[src/rtl/bclk_eye_trainer.sv]
// Receive-clock eye trainer: sweeps an IOD delay line tap by tap, finds the first clean eye,
// and parks the delay line at the centre of that eye.
// Ports:
//   i_fab_clk, i_arst                fabric clock, async active-high reset
//   i_start                          one-cycle training request (ignored while busy)
//   i_eye_monitor_early_0/late_0     sticky eye-monitor flags from the IOD
//   i_delay_line_out_of_range_0      delay line has reached its limit
//   o_delay_line_load_0/move_0       one-cycle delay-line control pulses
//   o_delay_line_direction_0         1 = increment, 0 = decrement (valid with move)
//   o_eye_monitor_clear_flags_0      one-cycle pulse clearing the sticky flags
//   o_busy, o_done, o_fail           status; done/fail hold until the next start
//   o_center_tap, o_eye_width        training result
module bclk_eye_trainer #(
  parameter int unsigned SETTLE_CYCLES = 8,
  parameter int unsigned SAMPLES       = 16,
  parameter int unsigned MAX_TAPS      = 128,
  parameter int unsigned MIN_EYE       = 4
) (
  input  logic       i_fab_clk,
  input  logic       i_arst,
  input  logic       i_start,
  input  logic       i_eye_monitor_early_0,
  input  logic       i_eye_monitor_late_0,
  input  logic       i_delay_line_out_of_range_0,
  output logic       o_delay_line_load_0,
  output logic       o_delay_line_move_0,
  output logic       o_delay_line_direction_0,
  output logic       o_eye_monitor_clear_flags_0,
  output logic       o_busy,
  output logic       o_done,
  output logic       o_fail,
  output logic [7:0] o_center_tap,
  output logic [7:0] o_eye_width
);

  typedef enum logic [3:0] {
    S_IDLE, S_LOAD, S_CLEAR, S_SETTLE, S_SAMPLE,
    S_STEP, S_BACK, S_BSETTLE, S_DONE, S_FAIL
  } state_t;

  localparam logic [7:0] SET_LD   = 8'(SETTLE_CYCLES - 1);
  localparam logic [7:0] SMP_LD   = 8'(SAMPLES - 1);
  localparam logic [7:0] LAST_TAP = 8'(MAX_TAPS - 1);
  localparam logic [8:0] MIN_W    = 9'(MIN_EYE);

  state_t     r_state;
  logic [7:0] r_cnt;
  logic [7:0] r_tap;
  logic [7:0] r_es;
  logic [7:0] r_ee;
  logic       r_sv;
  logic       r_dirty;
  logic       r_oor;
  logic       r_end;
  logic [7:0] r_center;
  logic       r_load;
  logic       r_move;
  logic       r_dir;
  logic       r_clear;
  logic       r_busy;
  logic       r_done;
  logic       r_fail;
  logic [7:0] r_center_tap;
  logic [7:0] r_eye_width;

  logic       w_dirty;
  logic       w_oor;
  logic       w_bad;
  logic       w_end;
  logic [8:0] w_width;
  logic [8:0] w_sum;
  logic [7:0] w_center;

  // Window accumulation includes the current cycle so the sweep decision
  // is ready on the last sample and the move pulse lands in STEP itself.
  always_comb begin
    w_dirty  = r_dirty | i_eye_monitor_early_0 | i_eye_monitor_late_0;
    w_oor    = r_oor | i_delay_line_out_of_range_0;
    w_bad    = w_dirty | w_oor;
    w_end    = (w_bad & r_sv) | (r_tap == LAST_TAP) | w_oor;
    w_width  = {1'b0, r_ee} - {1'b0, r_es} + 9'd1;
    w_sum    = {1'b0, r_es} + {1'b0, r_ee};
    w_center = 8'(w_sum >> 1);
  end

  always_ff @(posedge i_fab_clk or posedge i_arst) begin
    if (i_arst) begin
      r_state      <= S_IDLE;
      r_cnt        <= '0;
      r_tap        <= '0;
      r_es         <= '0;
      r_ee         <= '0;
      r_sv         <= 1'b0;
      r_dirty      <= 1'b0;
      r_oor        <= 1'b0;
      r_end        <= 1'b0;
      r_center     <= '0;
      r_load       <= 1'b0;
      r_move       <= 1'b0;
      r_dir        <= 1'b0;
      r_clear      <= 1'b0;
      r_busy       <= 1'b0;
      r_done       <= 1'b0;
      r_fail       <= 1'b0;
      r_center_tap <= '0;
      r_eye_width  <= '0;
    end else begin
      r_load  <= 1'b0;
      r_move  <= 1'b0;
      r_clear <= 1'b0;
      unique case (r_state)
        S_IDLE, S_DONE, S_FAIL: begin
          if (i_start) begin
            r_load       <= 1'b1;
            r_busy       <= 1'b1;
            r_done       <= 1'b0;
            r_fail       <= 1'b0;
            r_tap        <= '0;
            r_sv         <= 1'b0;
            r_center_tap <= '0;
            r_eye_width  <= '0;
            r_state      <= S_LOAD;
          end
        end
        S_LOAD: begin
          r_clear <= 1'b1;
          r_state <= S_CLEAR;
        end
        S_CLEAR: begin
          r_cnt   <= SET_LD;
          r_state <= S_SETTLE;
        end
        S_SETTLE: begin
          if (r_cnt == 8'd0) begin
            r_cnt   <= SMP_LD;
            r_dirty <= 1'b0;
            r_oor   <= 1'b0;
            r_state <= S_SAMPLE;
          end else begin
            r_cnt <= r_cnt - 8'd1;
          end
        end
        S_SAMPLE: begin
          r_dirty <= w_dirty;
          r_oor   <= w_oor;
          if (r_cnt == 8'd0) begin
            // An out-of-range tap is treated as dirty.
            if (!w_bad) begin
              if (!r_sv) begin
                r_es <= r_tap;
                r_sv <= 1'b1;
              end
              r_ee <= r_tap;
            end
            r_end   <= w_end;
            r_move  <= ~w_end;
            r_dir   <= 1'b1;
            r_state <= S_STEP;
          end else begin
            r_cnt <= r_cnt - 8'd1;
          end
        end
        S_STEP: begin
          if (!r_end) begin
            r_tap   <= r_tap + 8'd1;
            r_clear <= 1'b1;
            r_state <= S_CLEAR;
          end else if (!r_sv || (w_width < MIN_W)) begin
            r_busy      <= 1'b0;
            r_fail      <= 1'b1;
            r_eye_width <= r_sv ? w_width[7:0] : 8'd0;
            r_state     <= S_FAIL;
          end else begin
            r_center    <= w_center;
            r_eye_width <= w_width[7:0];
            r_state     <= S_BACK;
          end
        end
        S_BACK: begin
          if (r_tap > r_center) begin
            r_move  <= 1'b1;
            r_dir   <= 1'b0;
            r_tap   <= r_tap - 8'd1;
            r_cnt   <= SET_LD;
            r_state <= S_BSETTLE;
          end else begin
            r_busy       <= 1'b0;
            r_done       <= 1'b1;
            r_center_tap <= r_center;
            r_state      <= S_DONE;
          end
        end
        S_BSETTLE: begin
          if (r_cnt == 8'd0) begin
            r_state <= S_BACK;
          end else begin
            r_cnt <= r_cnt - 8'd1;
          end
        end
        default: r_state <= S_IDLE;
      endcase
    end
  end

  assign o_delay_line_load_0         = r_load;
  assign o_delay_line_move_0         = r_move;
  assign o_delay_line_direction_0    = r_dir;
  assign o_eye_monitor_clear_flags_0 = r_clear;
  assign o_busy                      = r_busy;
  assign o_done                      = r_done;
  assign o_fail                      = r_fail;
  assign o_center_tap                = r_center_tap;
  assign o_eye_width                 = r_eye_width;

endmodule

[config.mk]
export PLATFORM = sky130hd
export DESIGN_NAME = bclk_eye_trainer
export DESIGN_NICKNAME = d
export VERILOG_FILES = /design/src/rtl/bclk_eye_trainer.sv
export SDC_FILE = /design/constraint.sdc
export NUM_CORES = 1
export LEC_CHECK = 0
export CAP_MARGIN = 25
export CORE_MARGIN = 5
export CORE_UTILIZATION = 54
export DETAILED_ROUTE_END_ITERATION = 7
export PLACE_DENSITY = 0.86
export SLEW_MARGIN = 25
export SYNTH_ARGS = -nofsm -noshare
export SYNTH_HDL_FRONTEND = slang
export SYNTH_SLANG_ARGS = --single-unit
[constraint.sdc]
create_clock -name i_fab_clk -period 2.6 [get_ports i_fab_clk]
set_input_delay 0.78 -clock i_fab_clk [delete_from_list [all_inputs] [get_ports i_fab_clk]]
set_output_delay 0.78 -clock i_fab_clk [all_outputs]
set_load 0.02 [all_outputs]
==> out/results.tsv, run 1 <==
stage	metric	value	unit
synthesis	commonest cells in the netlist	dfrtp_1 (71), nand2_1 (45), inv_1 (40), nor2_1 (40)	
synthesis	Main logic family	AND-OR/OR-AND gates	
synthesis	aoi share	0.1825	
synthesis	Unique cell types	62	
power	Power Internal	0.002605	W
worst_setup_path	crit start category	flip-flop	
global_routing	GR Util All Layers	0.2627	
power	sequential power	0.00140	W
power	power in the clock group	0.00111	W
sta	fmax	357.9	MHz
run_status	violated checks	setup timing	
cells_and_area	final instance area	0.005689	mm²
run	tool warning count	38	
synthesis	synthesized flop and latch total	71	
sta	setup TNS	-1767	ps
worst_setup_path	crit end category	flip-flop	
sta	clock skew	17.16	ps
global_routing	met1 usage	0.2761	
sta	final tally of setup violations	15	
min_path	HP Class	reg2reg	
synthesis	post-synth net total	515	
drt	Top Layer Used	met4	
synthesis	XORs/XNORs by Area	0.03178	
clock_network	CTS Sinks	71	
clock_network	Num CTS Buffers	9	
die	FP Core Util	0.5448	
placed_design	IO buf count	28	
drt	vias per inst	6.374	
clock_network	CTS Root Cell	clkbuf_8	
worst_setup_path	crit path DRT	2870	ps
run_status	outcome	complete, but fails checks	
die	I/O Pins	29	
sta	setup ws final	-193.8	ps
power	sequential share of power	0.328	
worst_setup_path	Crit path max-delay family	adder cells	
cells_and_area	Max-area cell class	combinational gates	
placed_design	post-place setup slack	-185.3	ps
synthesis	yosys adder share	0.1243	
sta	Slew headroom	0.5374	
worst_setup_path	Arr. time, crit path	3070	ps
clock_network	Hold Buf Count CTS	0	
clock_network	clock buffer depth	2	
sta	period utilization	1.075	
synthesis	syn avg cell area	9.442	µm²
run	max-cap check violation count	0	
drt	met3 WL	873	µm
cells_and_area	Top Layout Cells	dfrtp_1 (71), buf_4 (51), nand2_1 (45), nor2_1 (39)	
cells_and_area	Comb/total area	0.4625	
die	Die Y	100.4	µm
placed_design	placed cell area	0.005161	mm²
global_routing	largest net degree at the start of global routing	72	
worst_setup_path	crit path cell chain	inv_2 > ha_4 > inv_4 > ha_4 > inv_2 > fa_2 > nor2b_4 > buf_6 > o2111a_1 > a211oi_2 > and3_4 > a21oi_4 > buf_6 > mux2i_2	
-- run 1: logic make-up (layout without fill, tap and decap cells) --
group / after synthesis / in the layout
buf+inv: 48 / 141
xor+xnor: 16 / 16
mux: 16 / 16
compound gates: 121 / 121
simple gates: 153 / 153
flops: 71 / 71
fa+ha+maj: 42 / 42
-- run 1: path summary, 6_finish.rpt --
path | startpoint | to | depth (start not counted)
worst max-delay path | r_ee[1] | r_center[1] | 14
worst min-delay path | r_center[2] | o_center_tap[2] | 2
worst max register to register | r_ee[1] | r_center[1] | 14
worst min register to register | r_center[2] | o_center_tap[2] | 2
max in group asynchronous | i_arst | r_es[6] | 3
min in group asynchronous | i_arst | o_done | 3
Run 1, met3 routing:
(4 px per µm)
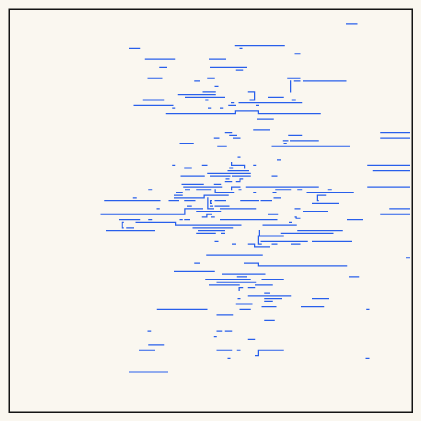
longest straight run: 22.1 µm
wire length on this layer: 873 µm
main direction: horizontal
GR Util met3: 0.04934
via count: 4,239
total wire length: 13,720 µm

Run 1, wiring by layer:
(4 px per µm) Only two layers are drawn.
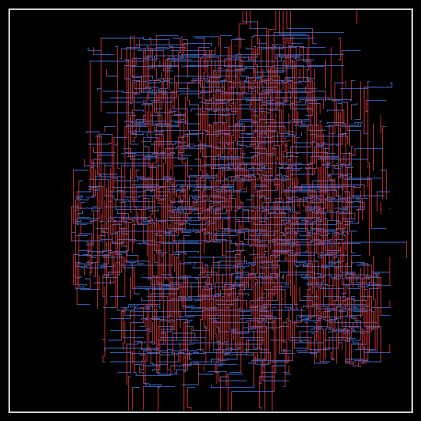
[M1] blue | wire length: 4,880 µm
[M2] red | wire length: 6,840 µm

Run 1, placed standard cells:
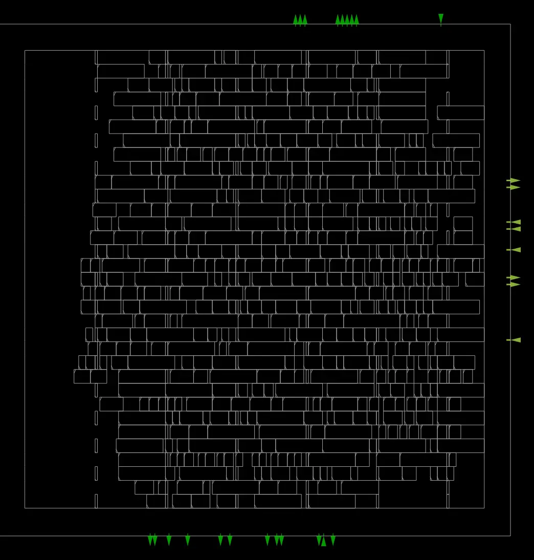
fill cell count: 511
Tapcell Cnt: 105
Final Util: 0.7030
Rows: 33
flop count: 71

Run 1, cells colored by class:
(3 px per µm)
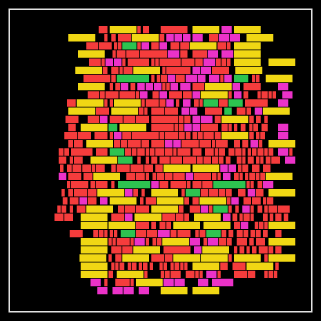
[remaining logic cells] red | cells: 388
[clock drivers and dummy loads] green | cells: 15
[registers] yellow | cells: 71
[remaining buffers and delay cells] magenta | cells: 86

==> run 2: changes to the inputs <==
Settings changed: PLACE_DENSITY 0.86 to 0.82, REMOVE_ABC_BUFFERS set to 1.
Run 2, placed standard cells:
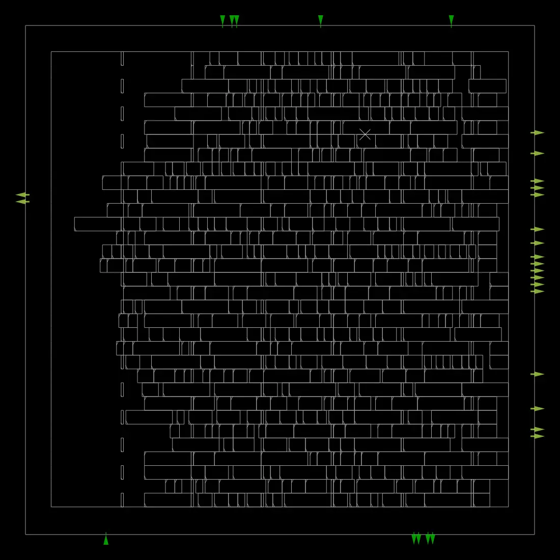
Final Util: 0.7228
fill cell count: 501

Run 2, cell density map:
(4 px per µm) The die is cut into 10 by 10 equal tiles; black is low, pale yellow is high, 0 to 100% covered.
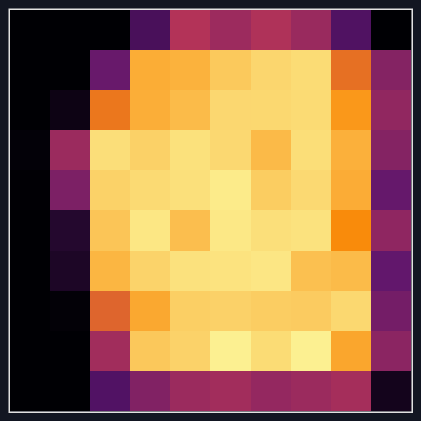
tiles over 75% full: 50%
nearly empty tiles: 17%
fullest tile: 97%
mean over tiles: 57%
densest ninth of the die: middle
core area: 0.008093 mm²
FP Core Util: 0.5448

==> out/results.tsv, run 2 <==
stage	metric	value	unit
drt	vias per inst	6.344	
die	Die Y	100.4	µm
run	max-cap check violation count	0	
min_path	hold path startpoint	o_eye_width[2]	
run_status	violated checks	DRC, setup timing	
sta	clock skew	10.98	ps
clock_network	Num CTS Buffers	9	
global_routing	largest net degree at the start of global routing	72	
sta	final tally of setup violations	14	
global_routing	GR Util All Layers	0.2693	
worst_setup_path	crit start category	flip-flop	
power	sequential share of power	0.333	
drt	total wire length	14220	µm
worst_setup_path	crit path to	r_state[2]	
min_path	HP Class	reg2reg	
worst_setup_path	crit path cell chain	inv_2 > ha_4 > inv_4 > ha_4 > inv_2 > fa_2 > xor2_2 > o211ai_1 > nor4_2 > buf_4 > a21oi_4 > buf_4 > o32a_1	
worst_setup_path	Arr. time, crit path	3320	ps
synthesis	commonest cells in the netlist	dfrtp_1 (71), nand2_1 (45), inv_1 (40), nor2_1 (40)	
min_path	hold worst-path end	o_eye_width[2]	
die	I/O Pins	29	
placed_design	post-place setup slack	-365.4	ps
drt	via count	4314	
placed_design	placed cell area	0.005220	mm²
cells_and_area	flop count	71	
worst_setup_path	Reg-to-Reg Start	r_ee[1]	
drt	Remaining DRCs	1	
drt	Top Layer Used	met4	
global_routing	met1 usage	0.3293	
worst_setup_path	crit path DRT	2850	ps
sta	setup TNS	-4576	ps
worst_setup_path	crit end category	flip-flop	
clock_network	CTS Sinks	71	
clock_network	Hold Buf Count CTS	0	
cells_and_area	Top Layout Cells	dfrtp_1 (70), buf_4 (67), nand2_1 (45), nor2_1 (40), o21ai_0 (35)	
sta	Slew headroom	0.5422	
global_routing	GR Util met3	0.04309	
min_path	hold path cells	2	
run	tool warning count	36	
sta	fmax	325.0	MHz
placed_design	IO buf count	28	
sta	setup ws final	-476.6	ps
run_status	outcome	complete, but fails checks	
synthesis	synthesized flop and latch total	71	
Run 2, wiring by layer:
(4 px per µm) Only two layers are drawn.
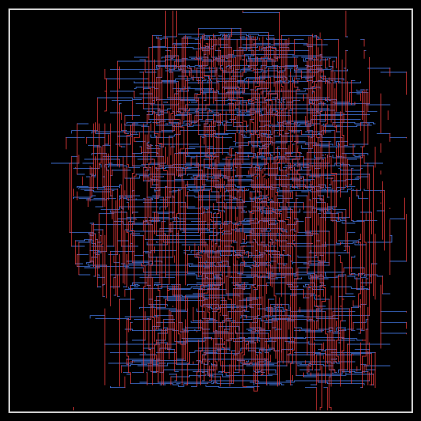
[M1] blue | wire length: 5,190 µm
[M2] red | wire length: 6,890 µm

-- run 2: worst max-delay path, delay by kind of cell (launching register included) --
| kind | cells | cell delay, ps |
|---|---|---|
| flip-flops | 1 | 390 |
| buffers and inverters | 5 | 540 |
| AND/OR/NAND/NOR | 1 | 400 |
| adder cells (fa/ha/maj) | 3 | 780 |
| XOR/XNOR | 1 | 270 |
| AND-OR/OR-AND | 3 | 590 |
-- run 2: kinds of logic (layout without fill, tap and decap cells) --
kind of cell,Yosys count,after routing,share of synthesized area
compound gates,121,121,0.1825
fa+ha+maj,42,42,0.1243
buf+inv,48,156,0.04341
flops,71,71,0.4030
mux,16,16,0.03888
xor+xnor,16,16,0.03178
simple gates,153,153,0.1762
Power figures rest on the tool's default switching activity, not on a simulated workload.
